Figure 1. Met3 routing.
Bar = 20 microns.
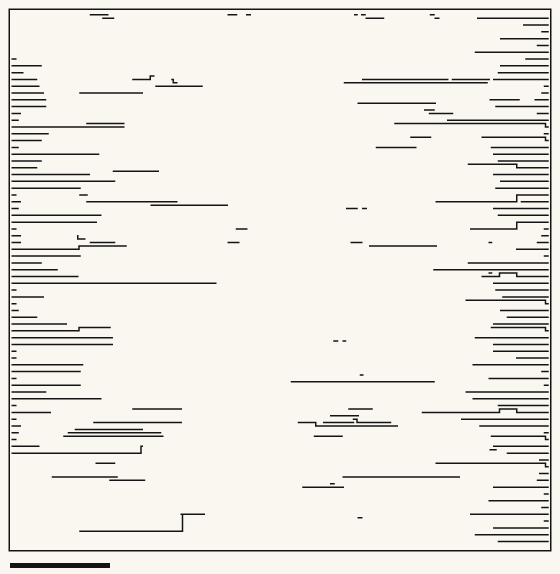
Figure 2. Cell placement.
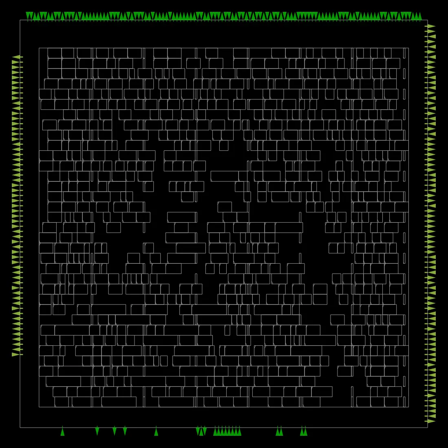
File: config.mk
export PLATFORM = sky130hd
export DESIGN_NAME = r_return_router
export DESIGN_NICKNAME = d
export VERILOG_FILES = /design/src/rtl/r_return_router.sv
export SDC_FILE = /design/constraint.sdc
export NUM_CORES = 1
export LEC_CHECK = 0
export ABC_CLOCK_PERIOD_IN_PS = 11070
export CAP_MARGIN = 20
export CORE_MARGIN = 5
export CORE_UTILIZATION = 33
export CTS_CLUSTER_DIAMETER = 80
export DETAILED_ROUTE_END_ITERATION = 8
export PLACE_DENSITY_LB_ADDON = 0.2
export SETUP_SLACK_MARGIN = 0.3
export SYNTH_ARGS = -nofsm -noshare
export SYNTH_HDL_FRONTEND = slang
export SYNTH_SLANG_ARGS = --single-unit
File: constraint.sdc
create_clock -name clk -period 11.07 [get_ports clk]
set_clock_uncertainty 0.15 [all_clocks]
set_input_delay 3.321 -clock clk [delete_from_list [all_inputs] [get_ports clk]]
set_output_delay 3.321 -clock clk [all_outputs]
set_load 0.02 [all_outputs]
File: src/rtl/r_return_router.sv
// AXI R-channel return router: three slave R ports arbitrated round-robin onto
// three master R ports, steered by the master tag in the slave ID's upper nibble.
module r_return_router #(
  parameter int ID_W   = 4,
  parameter int IDS_W  = 8,
  parameter int DATA_W = 32
) (
  input  logic              clk,
  input  logic              rst,
  input  logic [IDS_W-1:0]  ID_S0,
  input  logic [IDS_W-1:0]  ID_S1,
  input  logic [IDS_W-1:0]  ID_S2,
  input  logic [DATA_W-1:0] DATA_S0,
  input  logic [DATA_W-1:0] DATA_S1,
  input  logic [DATA_W-1:0] DATA_S2,
  input  logic [1:0]        RESP_S0,
  input  logic [1:0]        RESP_S1,
  input  logic [1:0]        RESP_S2,
  input  logic              LAST_S0,
  input  logic              LAST_S1,
  input  logic              LAST_S2,
  input  logic              VALID_S0,
  input  logic              VALID_S1,
  input  logic              VALID_S2,
  output logic              READY_S0,
  output logic              READY_S1,
  output logic              READY_S2,
  output logic [ID_W-1:0]   ID_M0,
  output logic [ID_W-1:0]   ID_M1,
  output logic [ID_W-1:0]   ID_M2,
  output logic [DATA_W-1:0] DATA_M0,
  output logic [DATA_W-1:0] DATA_M1,
  output logic [DATA_W-1:0] DATA_M2,
  output logic [1:0]        RESP_M0,
  output logic [1:0]        RESP_M1,
  output logic [1:0]        RESP_M2,
  output logic              LAST_M0,
  output logic              LAST_M1,
  output logic              LAST_M2,
  output logic              VALID_M0,
  output logic              VALID_M1,
  output logic              VALID_M2,
  input  logic              READY_M0,
  input  logic              READY_M1,
  input  logic              READY_M2,
  output logic [1:0]        occupied_S,
  output logic [7:0]        beat_cnt,
  output logic              dec_err
);

  typedef enum logic {IDLE, BURST} state_t;

  state_t state, state_nxt;
  logic [1:0] lock_s, lock_nxt;
  logic [1:0] rr_ptr, rr_nxt;
  logic [7:0] cnt_nxt;
  logic       derr_nxt;

  logic [IDS_W-1:0]  id_s   [3];
  logic [DATA_W-1:0] data_s [3];
  logic [1:0]        resp_s [3];
  logic [2:0]        last_s, valid_s, ready_m;

  logic [ID_W-1:0]   id_m   [3];
  logic [DATA_W-1:0] data_m [3];
  logic [1:0]        resp_m [3];
  logic [2:0]        last_m, valid_m, ready_s;

  logic        gnt_vld, tgt_ok, hs;
  logic [1:0]  gnt, gnt_inc, tgt;
  logic [3:0]  tag;
  int unsigned idx;

  assign id_s[0]   = ID_S0;
  assign id_s[1]   = ID_S1;
  assign id_s[2]   = ID_S2;
  assign data_s[0] = DATA_S0;
  assign data_s[1] = DATA_S1;
  assign data_s[2] = DATA_S2;
  assign resp_s[0] = RESP_S0;
  assign resp_s[1] = RESP_S1;
  assign resp_s[2] = RESP_S2;
  assign last_s    = {LAST_S2, LAST_S1, LAST_S0};
  assign valid_s   = {VALID_S2, VALID_S1, VALID_S0};
  assign ready_m   = {READY_M2, READY_M1, READY_M0};

  assign {READY_S2, READY_S1, READY_S0} = ready_s;
  assign {VALID_M2, VALID_M1, VALID_M0} = valid_m;
  assign {LAST_M2, LAST_M1, LAST_M0}    = last_m;
  assign ID_M0   = id_m[0];
  assign ID_M1   = id_m[1];
  assign ID_M2   = id_m[2];
  assign DATA_M0 = data_m[0];
  assign DATA_M1 = data_m[1];
  assign DATA_M2 = data_m[2];
  assign RESP_M0 = resp_m[0];
  assign RESP_M1 = resp_m[1];
  assign RESP_M2 = resp_m[2];

  always_comb begin
    gnt_vld = 1'b0;
    gnt     = '0;
    idx     = 0;
    if (state == BURST) begin
      gnt_vld = 1'b1;
      gnt     = lock_s;
    end else begin
      for (int unsigned k = 0; k < 3; k++) begin
        idx = (32'(rr_ptr) + k) % 3;
        if (!gnt_vld && valid_s[idx]) begin
          gnt_vld = 1'b1;
          gnt     = 2'(idx);
        end
      end
    end

    tag    = id_s[gnt][IDS_W-1 -: 4];
    tgt_ok = (tag == 4'd1) || (tag == 4'd2) || (tag == 4'd3);
    tgt    = tag[1:0] - 2'd1;

    ready_s = '0;
    valid_m = '0;
    last_m  = '0;
    for (int unsigned m = 0; m < 3; m++) begin
      id_m[m]   = '0;
      data_m[m] = '0;
      resp_m[m] = '0;
    end

    // Everything is gated by rst so outputs drop immediately on async reset.
    if (rst && gnt_vld) begin
      if (tgt_ok) begin
        valid_m[tgt] = valid_s[gnt];
        id_m[tgt]    = id_s[gnt][ID_W-1:0];
        data_m[tgt]  = data_s[gnt];
        resp_m[tgt]  = resp_s[gnt];
        last_m[tgt]  = last_s[gnt];
        ready_s[gnt] = ready_m[tgt];
      end else begin
        ready_s[gnt] = 1'b1;
      end
    end

    hs         = gnt_vld && valid_s[gnt] && ready_s[gnt];
    occupied_S = (rst && gnt_vld) ? gnt + 2'd1 : '0;
    gnt_inc    = (gnt == 2'd2) ? 2'd0 : gnt + 2'd1;

    state_nxt = state;
    lock_nxt  = lock_s;
    rr_nxt    = rr_ptr;
    cnt_nxt   = beat_cnt;
    derr_nxt  = hs && !tgt_ok;

    if (hs) begin
      if (last_s[gnt]) cnt_nxt = '0;
      else if (beat_cnt != '1) cnt_nxt = beat_cnt + 8'd1;
    end

    case (state)
      IDLE: begin
        if (gnt_vld) begin
          if (hs && last_s[gnt]) begin
            rr_nxt = gnt_inc;
          end else begin
            state_nxt = BURST;
            lock_nxt  = gnt;
          end
        end
      end
      BURST: begin
        if (hs && last_s[gnt]) begin
          state_nxt = IDLE;
          rr_nxt    = gnt_inc;
          lock_nxt  = '0;
        end
      end
      default: state_nxt = IDLE;
    endcase
  end

  always_ff @(posedge clk or negedge rst) begin
    if (!rst) begin
      state    <= IDLE;
      lock_s   <= '0;
      rr_ptr   <= '0;
      beat_cnt <= '0;
      dec_err  <= 1'b0;
    end else begin
      state    <= state_nxt;
      lock_s   <= lock_nxt;
      rr_ptr   <= rr_nxt;
      beat_cnt <= cnt_nxt;
      dec_err  <= derr_nxt;
    end
  end

endmodule
==> qor.txt <==
CLK BUF = 4
Synth area leader = and3_1
Yosys reg bits = 14
vias in the first global route = 4542
Hold Crit Class = register to register
CTS tree = built
initial antenna violation count = 0
cycle use final = 0.929
Largest cell class = non-clock buffers
CTS Buffer Depth = 2
met3 Use GR = 0.0728
hold_buf cts = 0
P per Cell Area = 211 nW/um^2
DR top layer = met4
nonclk buf count = 293
Tool Warnings = 35
post-CTS sizing = 113
Flop pwr share = 0.067
mux share = 0.177
Top Ports = 271
First DRT Iteration DRCs = 191
Final Worst Setup Slack = 782 ps
tightest hold margin = 401 ps
Setup crit end kind = primary output
Biggest register = beat_cnt
pre-CTS WS = 15.1 ps
Area leader share = 0.233
Pleak = 0.00340 uW
synth warn = 0
Post-synth top flop = dfrtp_1
Worst setup SP type = primary input
WP data arrival = 6820 ps
WHS Endpoint = lock_s[0]
EDFF count, synth = 0
Synth Seq Share = 0.110
Slew @ Worst Pin = 670 ps
outcome = finished, final reports clean
wire length on met3 = 1.72 mm
Back to the opening pictures, Figure 1:
share of all routed wire: 10%
longest straight run: 40.7 microns
nets with wire on the layer: 175
main direction: horizontal

Back to the opening pictures, Figure 2:
n_taps: 129
post-route insts no fill: 834
Core Region: 9330 sq um

Power and IR drop assume default switching activity.
